**src/rtl/psimd_wb_scheduler.sv**
```systemverilog
`default_nettype none
// ============================================================================
// Module   : psimd_wb_scheduler
// Purpose  : Write-port arbiter (FMA vs FTI) and busy scoreboard for the
//            32x64b PSIMD register file. Optional macro: PSIMD_WB_BYPASS_EN.
// Revision : 1.0  initial release
// ============================================================================
module psimd_wb_scheduler #(
  parameter int NREG = 32,
  parameter int AW   = 5,
  parameter int DW   = 64
) (
  input  logic          clk,
  input  logic          rst_n,
  input  logic          iss_valid,
  input  logic [AW-1:0] iss_rs1,
  input  logic [AW-1:0] iss_rs2,
  input  logic [AW-1:0] iss_rs3,
  input  logic [AW-1:0] iss_rd,
  input  logic          iss_pair,
  output logic          iss_stall,
  input  logic          a_valid,
  output logic          a_ready,
  input  logic [AW-1:0] a_rd,
  input  logic          a_pair,
  input  logic [DW-1:0] a_lo,
  input  logic [DW-1:0] a_hi,
  input  logic          b_valid,
  output logic          b_ready,
  input  logic [AW-1:0] b_rd,
  input  logic [DW-1:0] b_data,
  output logic          wr_enable,
  output logic          reg_fti_ctrl,
  output logic [AW-1:0] rd_address,
  output logic [DW-1:0] dataout_1,
  output logic [DW-1:0] dataout_2,
  output logic          pair_err
);

  localparam logic          c_PTR_A = 1'b0;
  localparam logic [AW-1:0] c_LAST  = AW'(NREG - 1);

  logic [NREG-1:0] r_busy;
  logic [NREG-1:0] w_busy_set;
  logic [NREG-1:0] w_busy_clr;
  logic [NREG-1:0] w_busy_chk;
  logic            r_rr_ptr;
  logic            w_grant_a;
  logic            w_grant_b;
  logic            w_a_wrap;
  logic            w_hazard;
  logic            w_issue;
  logic [AW-1:0]   w_iss_rd_p1;
  logic [AW-1:0]   w_a_rd_p1;

  // rd+1 wraps modulo NREG through the AW-bit adder
  assign w_iss_rd_p1 = iss_rd + AW'(1);
  assign w_a_rd_p1   = a_rd + AW'(1);
  assign w_a_wrap    = a_pair && (a_rd == c_LAST);

  always_comb begin
    w_grant_a = 1'b0;
    w_grant_b = 1'b0;
    if (rst_n) begin
      if (a_valid && (!b_valid || (r_rr_ptr == c_PTR_A))) begin
        w_grant_a = 1'b1;
      end else if (b_valid) begin
        w_grant_b = 1'b1;
      end
    end
  end

  assign a_ready = w_grant_a;
  assign b_ready = w_grant_b;

  always_comb begin
    w_busy_clr = '0;
    if (w_grant_a) begin
      w_busy_clr[a_rd] = 1'b1;
      if (a_pair && !w_a_wrap) begin
        w_busy_clr[w_a_rd_p1] = 1'b1;
      end
    end else if (w_grant_b) begin
      w_busy_clr[b_rd] = 1'b1;
    end
  end

`ifdef PSIMD_WB_BYPASS_EN
  // Registers retiring this cycle are written before any dependent reads them
  assign w_busy_chk = r_busy & ~w_busy_clr;
`else
  assign w_busy_chk = r_busy;
`endif

  assign w_hazard  = w_busy_chk[iss_rs1] | w_busy_chk[iss_rs2] | w_busy_chk[iss_rs3] |
                     w_busy_chk[iss_rd]  | (iss_pair & w_busy_chk[w_iss_rd_p1]);
  assign iss_stall = !rst_n || (iss_valid && w_hazard);
  assign w_issue   = rst_n && iss_valid && !w_hazard;

  always_comb begin
    w_busy_set = '0;
    if (w_issue) begin
      w_busy_set[iss_rd] = 1'b1;
      if (iss_pair && (iss_rd != c_LAST)) begin
        w_busy_set[w_iss_rd_p1] = 1'b1;
      end
    end
  end

  always_ff @(posedge clk) begin
    if (!rst_n) begin
      r_busy       <= '0;
      r_rr_ptr     <= c_PTR_A;
      pair_err     <= 1'b0;
      wr_enable    <= 1'b0;
      reg_fti_ctrl <= 1'b1;
      rd_address   <= '0;
      dataout_1    <= '0;
      dataout_2    <= '0;
    end else begin
      // set after clear: a same-cycle set of a retiring register wins
      r_busy    <= (r_busy & ~w_busy_clr) | w_busy_set;
      wr_enable <= w_grant_a | w_grant_b;
      if (a_valid && b_valid) begin
        r_rr_ptr <= ~r_rr_ptr;
      end
      if (w_grant_a) begin
        rd_address   <= a_rd;
        reg_fti_ctrl <= ~a_pair | w_a_wrap;
        dataout_1    <= a_lo;
        dataout_2    <= w_a_wrap ? '0 : a_hi;
        if (w_a_wrap) begin
          pair_err <= 1'b1;
        end
      end else if (w_grant_b) begin
        rd_address   <= b_rd;
        reg_fti_ctrl <= 1'b1;
        dataout_1    <= b_data;
        dataout_2    <= '0;
      end
    end
  end

endmodule
`default_nettype wire

```
**config.mk**
```make
export PLATFORM = sky130hd
export DESIGN_NAME = psimd_wb_scheduler
export DESIGN_NICKNAME = d
export VERILOG_FILES = /design/src/rtl/psimd_wb_scheduler.sv
export SDC_FILE = /design/constraint.sdc
export NUM_CORES = 1
export LEC_CHECK = 0
export ABC_AREA = 1
export CAP_MARGIN = 30
export CORE_UTILIZATION = 45
export DETAILED_ROUTE_END_ITERATION = 8
export HOLD_SLACK_MARGIN = 0.06
export PLACE_DENSITY = 0.79
export SLEW_MARGIN = 10
export SYNTH_ARGS = -nofsm -noshare
export SYNTH_HDL_FRONTEND = slang
export SYNTH_SLANG_ARGS = --single-unit
```
**constraint.sdc**
```tcl
create_clock -name clk -period 3 [get_ports clk]
set_input_delay 0.3 -clock clk [delete_from_list [all_inputs] [get_ports clk]]
set_output_delay 0.3 -clock clk [all_outputs]
set_load 0.02 [all_outputs]
```
run_1/final_placement.png
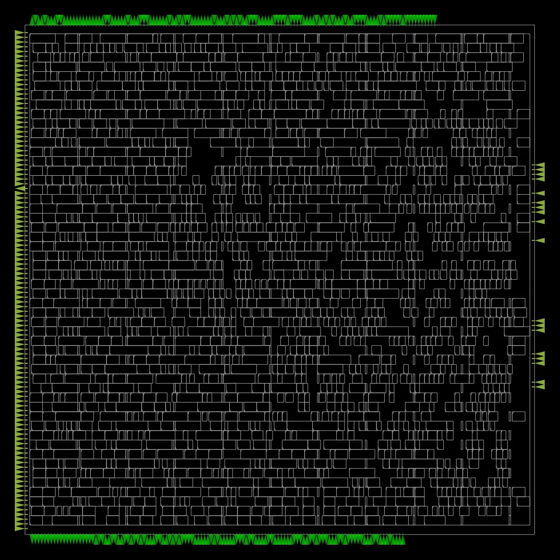
Seq/total area: 0.239
Layout Cells excl Fill: 2,065
tap cells: 270

run_1/registers.png
Other sequential cells in the stronger grey, the rest of the logic in the fainter grey.
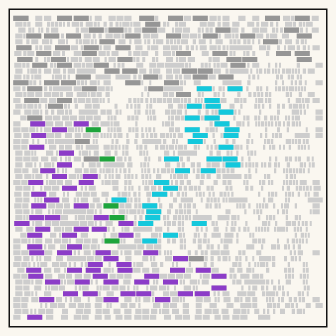
legend:
  dataout_1:
    colour: purple
    placed_flops: 64
  r_busy:
    colour: cyan
    placed_flops: 32
    where: middle
  rd_address:
    colour: green
    placed_flops: 5
P_seq: 2.43 mW
Final Util: 0.696
FF/Latch Area: 3380 um^2

run_1/density.png
The die is cut into 15 by 15 equal tiles; white is low, dark blue is high, 0 to 100% covered.
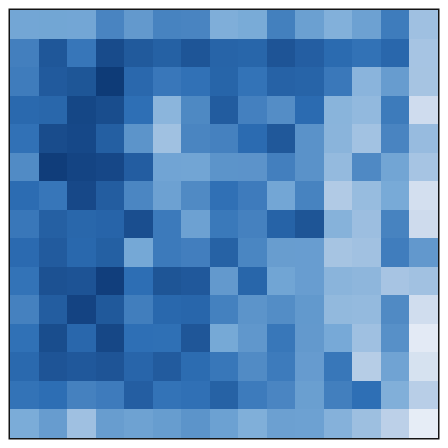
fullest tile: 96%
mean over tiles: 64%
tiles over 75% full: 32%
Core ar.: 20,400 um^2
FP Util: 0.463

run_1/met2.png
Cells faint in the background.
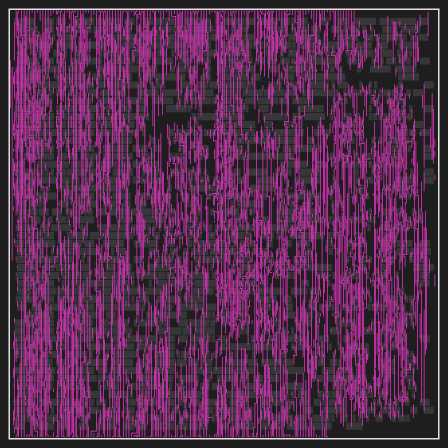
wire length on this layer: 20.4 mm
nets with wire on the layer: 1,642
main direction: vertical
longest straight run: 76.7 um
share of all routed wire: 50%
met2 GRT Util: 0.654
Vias: 11,700
Routed WL: 41,100 um

==> flow_metrics.py, run 1 <==
# Generated from Yosys and OpenROAD reports
metrics = {
    "run_status": {
        "status": "finished clean",
    },
    "sta": {
        "finClkSkew_ns": 0.00723,
        "setup_ws_ns": 0.240,
        "max_freq_ghz": 0.362,
        "tns_ns": 0,
    },
    "clock_tree": {
        "cts_tree": "done",
        "hold_buffers": 0,
        "clk_path_buf_depth": 2,
        "clock_latency_ns": 0.44,
    },
    "detailed_routing": {
        "dr.pass1.iters": 6,
        "met3WireLength_um": 3020,
    },
    "power": {
        "p_int_mw": 4.37,
        "combPwrFrac": 0.249,
    },
    "synth": {
        "synthTopCellsByCount": "nand2_1, nand3_1, dfxtp_1",
        "yosysTopAreaCell": "dfxtp_1",
        "syn_avg_cell_area_um2": 6.59,
        "async_flop_share": 0,
        "ys_cells": 1429,
        "synth-compound-area-share": 0.197,
        "yosysTopAreaCellShare": 0.359,
        "yosysWarnings": 0,
    },
    "worst_hold_path": {
        "hold_start": "rst_n",
    },
    "final_layout": {
        "comb_share": 0.375,
        "buf_share": 0.296,
        "largest_cell_class": "multi-input combinational cells",
    },
    "placement": {
        "placed_area_um2": 13500,
    },
    "worst_setup_path": {
        "r2r-end": "r_busy[26]",
        "crit_type": "primary input to primary output",
        "cp_slowest_cell": "clkdlybuf4s50_1",
        "crit_start": "iss_rd[1]",
    },
    "grt": {
        "grt-ovfl-total": 0,
        "antenna_found_initial": 2,
    },
    "run": {
        "tool_warnings": 33,
    },
}
run_1/met1.png
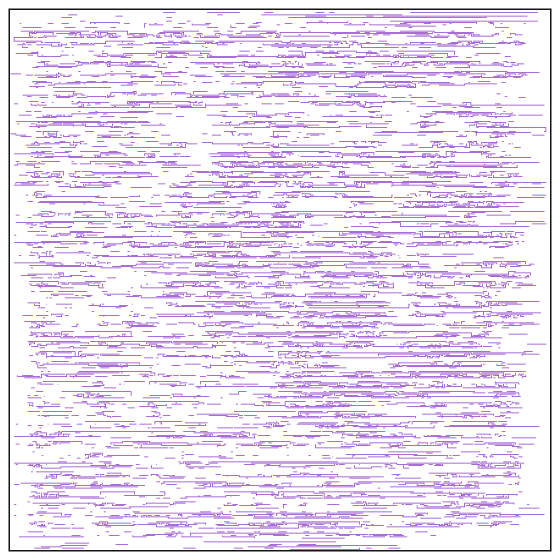

==> run 1 -> run 2 <==
--- a/config.mk
+++ b/config.mk
@@ -8,9 +8,11 @@
 export ABC_AREA = 1
 export CAP_MARGIN = 30
 export CORE_UTILIZATION = 45
+export CTS_CLUSTER_DIAMETER = 150
 export DETAILED_ROUTE_END_ITERATION = 8
 export HOLD_SLACK_MARGIN = 0.06
 export PLACE_DENSITY = 0.79
+export RECOVER_POWER = 50
 export SLEW_MARGIN = 10
 export SYNTH_ARGS = -nofsm -noshare
 export SYNTH_HDL_FRONTEND = slang
run_2/met1.png
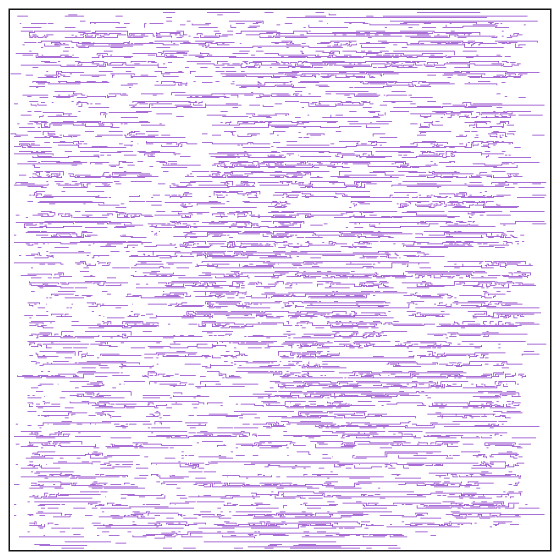
longest straight run: 54.3 um
wire length on this layer: 15,500 um
share of all routed wire: 38%
Vias: 11,700
Routed WL: 41,100 um
met1 global-route usage: 0.438

==> flow_metrics.py, run 2 <==
# Generated from Yosys and OpenROAD reports
metrics = {
    "run_status": {
        "status": "finished clean",
    },
    "grt": {
        "use_met2": 0.654,
        "antenna_found_initial": 2,
    },
    "worst_setup_path": {
        "crit_start": "iss_rd[1]",
        "crit_type": "primary input to primary output",
        "cp_slowest_cell": "clkdlybuf4s50_1",
    },
    "worst_hold_path": {
        "hold_start": "rst_n",
    },
    "sta": {
        "tns_ns": 0,
        "max_freq_ghz": 0.362,
        "finClkSkew_ns": 0.00871,
    },
    "synth": {
        "synth-compound-area-share": 0.197,
        "syn_avg_cell_area_um2": 6.59,
        "yosysTopAreaCellShare": 0.359,
        "yosysTopAreaCell": "dfxtp_1",
        "yosysWarnings": 0,
    },
    "run": {
        "tool_warnings": 33,
    },
    "clock_tree": {
        "hold_buffers": 0,
        "cts_tree": "done",
        "clock_latency_ns": 0.44,
    },
    "final_layout": {
        "largest_cell_class": "multi-input combinational cells",
        "comb_share": 0.375,
    },
    "placement": {
        "placed_area_um2": 13500,
    },
    "die": {
        "n_tap_cell": 270,
    },
    "power": {
        "p_int_mw": 4.33,
    },
}
run_2/density.png
The die is cut into 15 by 15 equal tiles; white is low, dark blue is high, 0 to 100% covered.
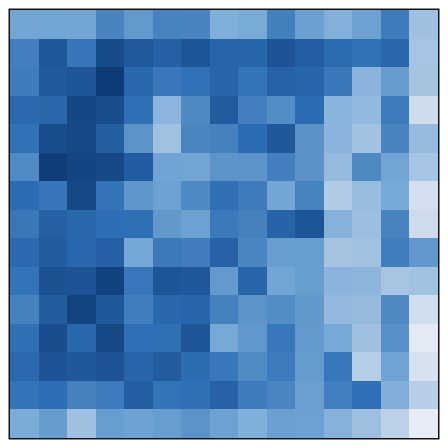
tiles over 75% full: 31%
mean over tiles: 64%
fullest tile: 96%
Final Util: 0.693

No activity file was given, so power comes from the tool's default toggle rates.
